===== config.mk =====
export PLATFORM = sky130hd
export DESIGN_NAME = encoder_volume_ctrl
export DESIGN_NICKNAME = d
export VERILOG_FILES = /design/src/rtl/encoder_volume_ctrl.sv
export SDC_FILE = /design/constraint.sdc
export NUM_CORES = 1
export LEC_CHECK = 0
export ABC_AREA = 1
export CORE_MARGIN = 1.5
export CORE_UTILIZATION = 50
export DETAILED_ROUTE_END_ITERATION = 6
export GPL_ROUTABILITY_DRIVEN = 0
export PLACE_DENSITY = 0.77
export SLEW_MARGIN = 20
export SYNTH_ARGS = -nofsm -noshare
export SYNTH_HDL_FRONTEND = slang
export SYNTH_SLANG_ARGS = --single-unit

===== constraint.sdc =====
create_clock -name clk -period 4.4 [get_ports clk]
set_input_delay 0.88 -clock clk [delete_from_list [all_inputs] [get_ports clk]]
set_output_delay 0.88 -clock clk [all_outputs]
set_load 0.01 [all_outputs]

===== src/rtl/encoder_volume_ctrl.sv =====
// Volume/mute control fed by the rotary encoder decoder.
// Accelerated saturating volume steps; short press mutes, long press restores.
module encoder_volume_ctrl #(
    parameter int VOL_W            = 8,
    parameter int VOL_MAX          = 255,
    parameter int VOL_DEFAULT      = 128,
    parameter int STEP_SLOW        = 1,
    parameter int STEP_FAST        = 4,
    parameter int FAST_TICKS       = 2_000_000,
    parameter int LONG_PRESS_TICKS = 100_000_000
) (
    input  logic             clk,
    input  logic             reset,
    input  logic             enc_state_change_stb,
    input  logic             clockwise,
    input  logic             click,
    input  logic             switch,
    output logic [VOL_W-1:0] volume,
    output logic             mute,
    output logic             vol_update_stb,
    output logic             long_press
);

    localparam int AW = $clog2(FAST_TICKS + 1);
    localparam int PW = $clog2(LONG_PRESS_TICKS + 1);

    localparam logic [VOL_W:0]   MAX_X    = (VOL_W+1)'(VOL_MAX);
    localparam logic [VOL_W:0]   SLOW_X   = (VOL_W+1)'(STEP_SLOW);
    localparam logic [VOL_W:0]   FAST_X   = (VOL_W+1)'(STEP_FAST);
    localparam logic [VOL_W-1:0] DEF_V    = VOL_W'(VOL_DEFAULT);
    localparam logic [AW-1:0]    ACC_SAT  = AW'(FAST_TICKS);
    localparam logic [PW-1:0]    LP_LAST  = PW'(LONG_PRESS_TICKS - 1);

    typedef enum logic [1:0] {
        SW_IDLE,
        SW_PRESSED,
        SW_LONG
    } sw_state_t;

    sw_state_t      sw_state, sw_nxt;
    logic [PW-1:0]  press_cnt, cnt_nxt;
    logic [AW-1:0]  accel_cnt;
    logic           click_q, switch_q, last_dir;
    logic           toggle, long_evt;

    logic           step, step_ok, fast;
    logic [VOL_W:0] size, vol_x, sum_x;
    logic [VOL_W-1:0] vol_nxt;
    logic           mute_nxt;

    // Switch FSM: next state and press events
    always_comb begin
        sw_nxt   = sw_state;
        cnt_nxt  = press_cnt;
        toggle   = 1'b0;
        long_evt = 1'b0;
        case (sw_state)
            SW_IDLE: begin
                if (switch && !switch_q) begin
                    cnt_nxt = '0;
                    sw_nxt  = SW_PRESSED;
                end
            end
            SW_PRESSED: begin
                if (press_cnt == LP_LAST) begin
                    long_evt = 1'b1;
                    sw_nxt   = SW_LONG;
                end else if (!switch) begin
                    toggle = 1'b1;
                    sw_nxt = SW_IDLE;
                end else begin
                    cnt_nxt = press_cnt + 1'b1;
                end
            end
            SW_LONG: begin
                if (!switch) sw_nxt = SW_IDLE;
            end
            default: sw_nxt = SW_IDLE;
        endcase
    end

    // Step datapath; a long-press restore swallows a coincident step
    always_comb begin
        step     = enc_state_change_stb & click & ~click_q;
        step_ok  = step & ~long_evt;
        fast     = (accel_cnt < ACC_SAT) && (clockwise == last_dir);
        size     = fast ? FAST_X : SLOW_X;
        vol_x    = {1'b0, volume};
        sum_x    = vol_x;
        vol_nxt  = volume;
        mute_nxt = mute;
        if (step_ok) begin
            if (clockwise) begin
                sum_x = vol_x + size;
                if (sum_x > MAX_X) sum_x = MAX_X;
            end else begin
                sum_x = (vol_x < size) ? '0 : vol_x - size;
            end
            vol_nxt = sum_x[VOL_W-1:0];
        end
        if (toggle) mute_nxt = ~mute;
        if (long_evt) begin
            vol_nxt  = DEF_V;
            mute_nxt = 1'b0;
        end
    end

    always_ff @(posedge clk or negedge reset) begin
        if (!reset) begin
            sw_state  <= SW_IDLE;
            press_cnt <= '0;
        end else begin
            sw_state  <= sw_nxt;
            press_cnt <= cnt_nxt;
        end
    end

    always_ff @(posedge clk or negedge reset) begin
        if (!reset) begin
            click_q        <= 1'b0;
            switch_q       <= 1'b0;
            last_dir       <= 1'b0;
            accel_cnt      <= ACC_SAT;
            volume         <= DEF_V;
            mute           <= 1'b0;
            vol_update_stb <= 1'b0;
            long_press     <= 1'b0;
        end else begin
            click_q        <= click;
            switch_q       <= switch;
            volume         <= vol_nxt;
            mute           <= mute_nxt;
            vol_update_stb <= (vol_nxt != volume) || (mute_nxt != mute);
            long_press     <= long_evt;
            if (step_ok) begin
                accel_cnt <= '0;
                last_dir  <= clockwise;
            end else if (accel_cnt < ACC_SAT) begin
                accel_cnt <= accel_cnt + 1'b1;
            end
        end
    end

endmodule


==> summary.txt <==
Implementation summary

Buffers added to address setup during post-CTS repair amount to 0. The die is 96.96 um tall. The longest incremental delay of any stage on the critical path is reported as 0.52 ns. According to the timing report, the critical path is captured at vol_update_stb.

The hold-critical path endpoint is press_cnt[10]. The hold path startpoint is press_cnt[10]. The biggest slice of the area belongs to logic gates.

The max capacitance violation total is 0. The detailed-route vias per instance is 5.487. In this run the tightest slew margin relative to its limit is 44.87%. The number of antenna violations at the first check in global routing is 0.

The count of multi-input combinational gates is 487. Measured along the x axis, the die boundary spans 96.96 um. The sequential element share of the synthesized area is 36.51%.

The number of buffers and inverters on the critical path is 3. Derived from the worst setup path, the maximum achievable clock frequency is 288.4 MHz. The number of global-route vias before repair is 4086. The maximum fanout count along the critical path is 7.

The remaining global-route overflow is 0. The combined area of the multi-input logic cells is 2362 um^2. Data on the critical path is required at its endpoint by 4.64 ns. The HPWL after detailed placement is 7618 um.

The clock transition at the registers of the reported paths is 0.08 ns. Sequential cells consume a total of 0.764 mW. STA classifies the critical path endpoint as a flop.

The pin count of the biggest net entering global routing is 38. In this run, the number of DRC markers left after iteration 0 of detailed routing was 259. The most numerous cell type found on the critical path is sky130_fd_sc_hd__nand2_1.

For the worst flop-to-flop path, the logic depth is 19. Across all register-to-register paths, the minimum setup slack is 1.18 ns. The number of clock buffers added by TritonCTS is 9. The TritonCTS sink count is 64. Sequential cells placed in the final layout were counted as 64. The row count is 34.

The number of standard cells reported by yosys is 660. The flow ran to the end, and the final reports show no timing, DRC or antenna violations. The gate count of the mapped netlist is 660.

The routed layout reports a DRC error count of 0. The number of hold-slack violations in the final timing report is 0. The total routing usage reported by global routing is 23.27%. At the worst endpoint, the arrival time is 3.71 ns. Per the synthesis report, the AND-OR/OR-AND share of the synthesized area is 9.014%. For this design the ratio of total power to cell area is 436.9 nW/um^2. Per report_power, the Clock row totals 0.646 mW.
-- synth_stat cells (4+ instances only) --
library cell              count  share of area, %
sky130_fd_sc_hd__a21oi_1     16               1.8
sky130_fd_sc_hd__a31oi_1      5              0.71
sky130_fd_sc_hd__buf_2       10               1.1
sky130_fd_sc_hd__dfrtp_1     56                32
sky130_fd_sc_hd__dfstp_2      8               4.8
sky130_fd_sc_hd__ha_1         8               2.3
sky130_fd_sc_hd__inv_1       89               7.6
sky130_fd_sc_hd__inv_2        4              0.34
sky130_fd_sc_hd__nand2_1    199                17
sky130_fd_sc_hd__nand2_2      7              0.99
sky130_fd_sc_hd__nand3_1     59               6.7
sky130_fd_sc_hd__nand4_1     16               2.3
sky130_fd_sc_hd__nor2_1      58               4.9
sky130_fd_sc_hd__nor3_1      32               3.6
sky130_fd_sc_hd__nor4_1       7              0.99
sky130_fd_sc_hd__o21ai_0     33               3.7
sky130_fd_sc_hd__o31ai_1      9               1.5
sky130_fd_sc_hd__xnor2_1      4              0.79
sky130_fd_sc_hd__xor2_1      11               2.2
-- per-stage QoR --
step                hold slack [ns]  utilization [%]  area, um^2  cells
detailed placement           0.4931            53.64        4632    771
finish                       0.5085            56.58        4886    787
CTS                          0.5081            56.58        4886    787
global placement             0.4901            53.64        4632    771
floorplan                    0.4605                -        4414    660
global route                 0.5294            56.58        4886    787
-- per-layer routing --
metal,wire length [um],vias to the layer above
met4,299,0
met2,4983,139
li1,-,2162
met3,530,27
met5,0,-
met1,4639,1990
-- cells in the final DEF, fill, tap and decap left out, types with 3 or more instances in the layout --
| cell type | count |
|---|---|
| sky130_fd_sc_hd__a21oi_1 | 16 |
| sky130_fd_sc_hd__a31oi_1 | 5 |
| sky130_fd_sc_hd__bufinv_16 | 3 |
| sky130_fd_sc_hd__clkbuf_8 | 11 |
| sky130_fd_sc_hd__clkdlybuf4s50_1 | 15 |
| sky130_fd_sc_hd__dfrtp_1 | 56 |
| sky130_fd_sc_hd__dfstp_2 | 8 |
| sky130_fd_sc_hd__ha_1 | 8 |
| sky130_fd_sc_hd__inv_1 | 89 |
| sky130_fd_sc_hd__inv_2 | 4 |
| sky130_fd_sc_hd__nand2_1 | 199 |
| sky130_fd_sc_hd__nand2_2 | 7 |
| sky130_fd_sc_hd__nand3_1 | 59 |
| sky130_fd_sc_hd__nand4_1 | 16 |
| sky130_fd_sc_hd__nor2_1 | 58 |
| sky130_fd_sc_hd__nor2_2 | 3 |
| sky130_fd_sc_hd__nor3_1 | 32 |
| sky130_fd_sc_hd__nor4_1 | 7 |
| sky130_fd_sc_hd__o21ai_0 | 33 |
| sky130_fd_sc_hd__o21ai_1 | 3 |
| sky130_fd_sc_hd__o31ai_1 | 9 |
| sky130_fd_sc_hd__or2_2 | 3 |
| sky130_fd_sc_hd__xnor2_1 | 4 |
| sky130_fd_sc_hd__xor2_1 | 11 |
-- state kept, by name (all words and copies together) (netlist names) --
| register | cells |
|---|---|
| accel_cnt | 21 |
| click_q | 1 |
| last_dir | 1 |
| long_press | 1 |
| mute | 1 |
| press_cnt | 27 |
| sw_state | 2 |
| switch_q | 1 |
| vol_update_stb | 1 |
| volume | 8 |
Cell sizes after repair:
Scale bar: 20 um.
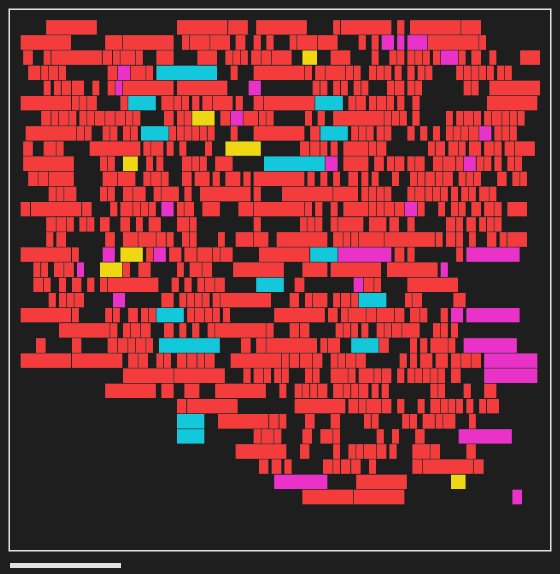
| color | size | cells |
|---|---|---|
| magenta | _2 cells | 29 |
| yellow | _3 and _4 cells | 7 |
| red | _0 and _1 cells | 629 |
| cyan | _6 and larger | 14 |
Final Cell Area: 4886 um^2
synthesis-to-finish area growth: 10.69%
final critical-path setup slack: 0.9329 ns
non-clock buffer count: 18

Signal wires on met2:
Scale bar: 20 um.
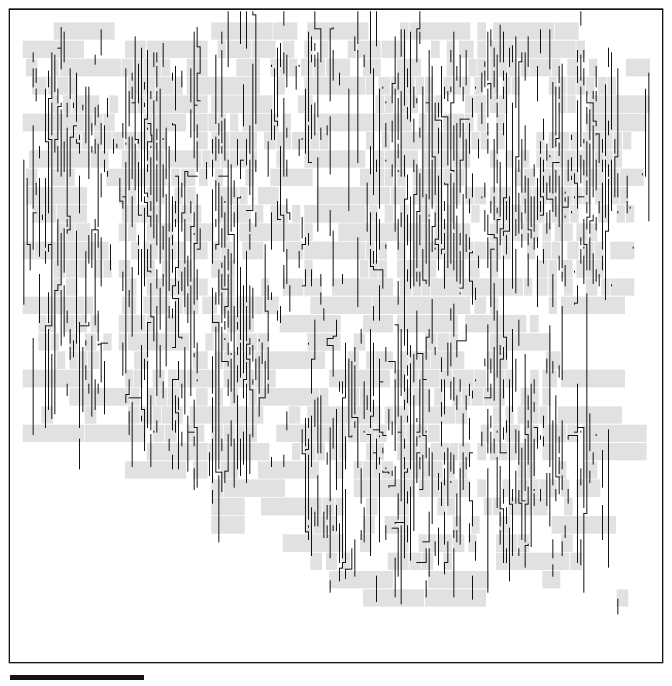
nets with wire on the layer: 559
share of all routed wire: 48%
main direction: vertical
post-detailed-routing wire length: 10450 um
met2 global-route usage: 38.03%

Metal 1:
Scale bar: 20 um. Supply wires on this layer in gray.
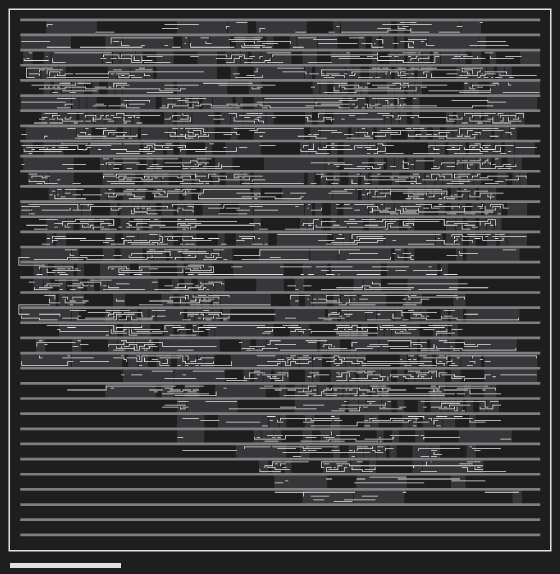
longest straight run: 24.8 um
nets with wire on the layer: 648
vias post-DR: 4318
global-route track usage on met1: 30.39%

Track usage over the die:
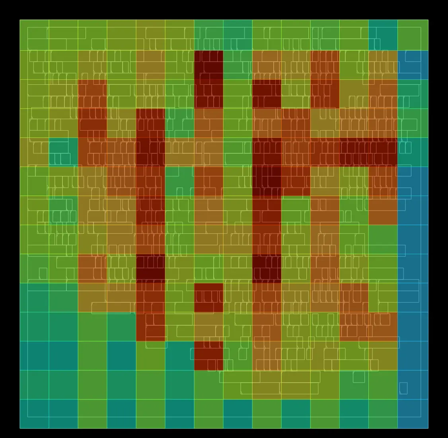
global routing met3 resource utilization: 3.107%
core utilization of the finished layout: 56.58%
wire per inst: 13.28 um
gr busiest metal: met2

A small window of the routed layout:
Scale bar: 10 um. Window x 28 to 68, y 9 to 49 um. Cells in gray, sequential cells in the stronger gray; small squares are vias.
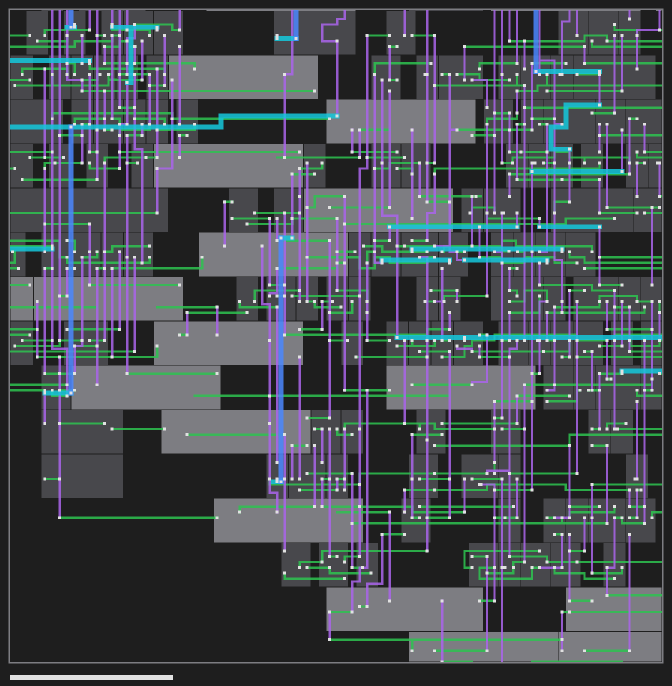
| color | layer |
|---|---|
| blue | metal 4 |
| green | metal 1 |
| cyan | metal 3 |
| purple | metal 2 |
netlist names of flops here include: accel_cnt (11), press_cnt (4)
sequential cells in the window: 15
most frequent: nand2_1 (25), inv_1 (21), nor2_1 (17)
cells with their middle in the window: 141

Power and IR drop assume default switching activity.
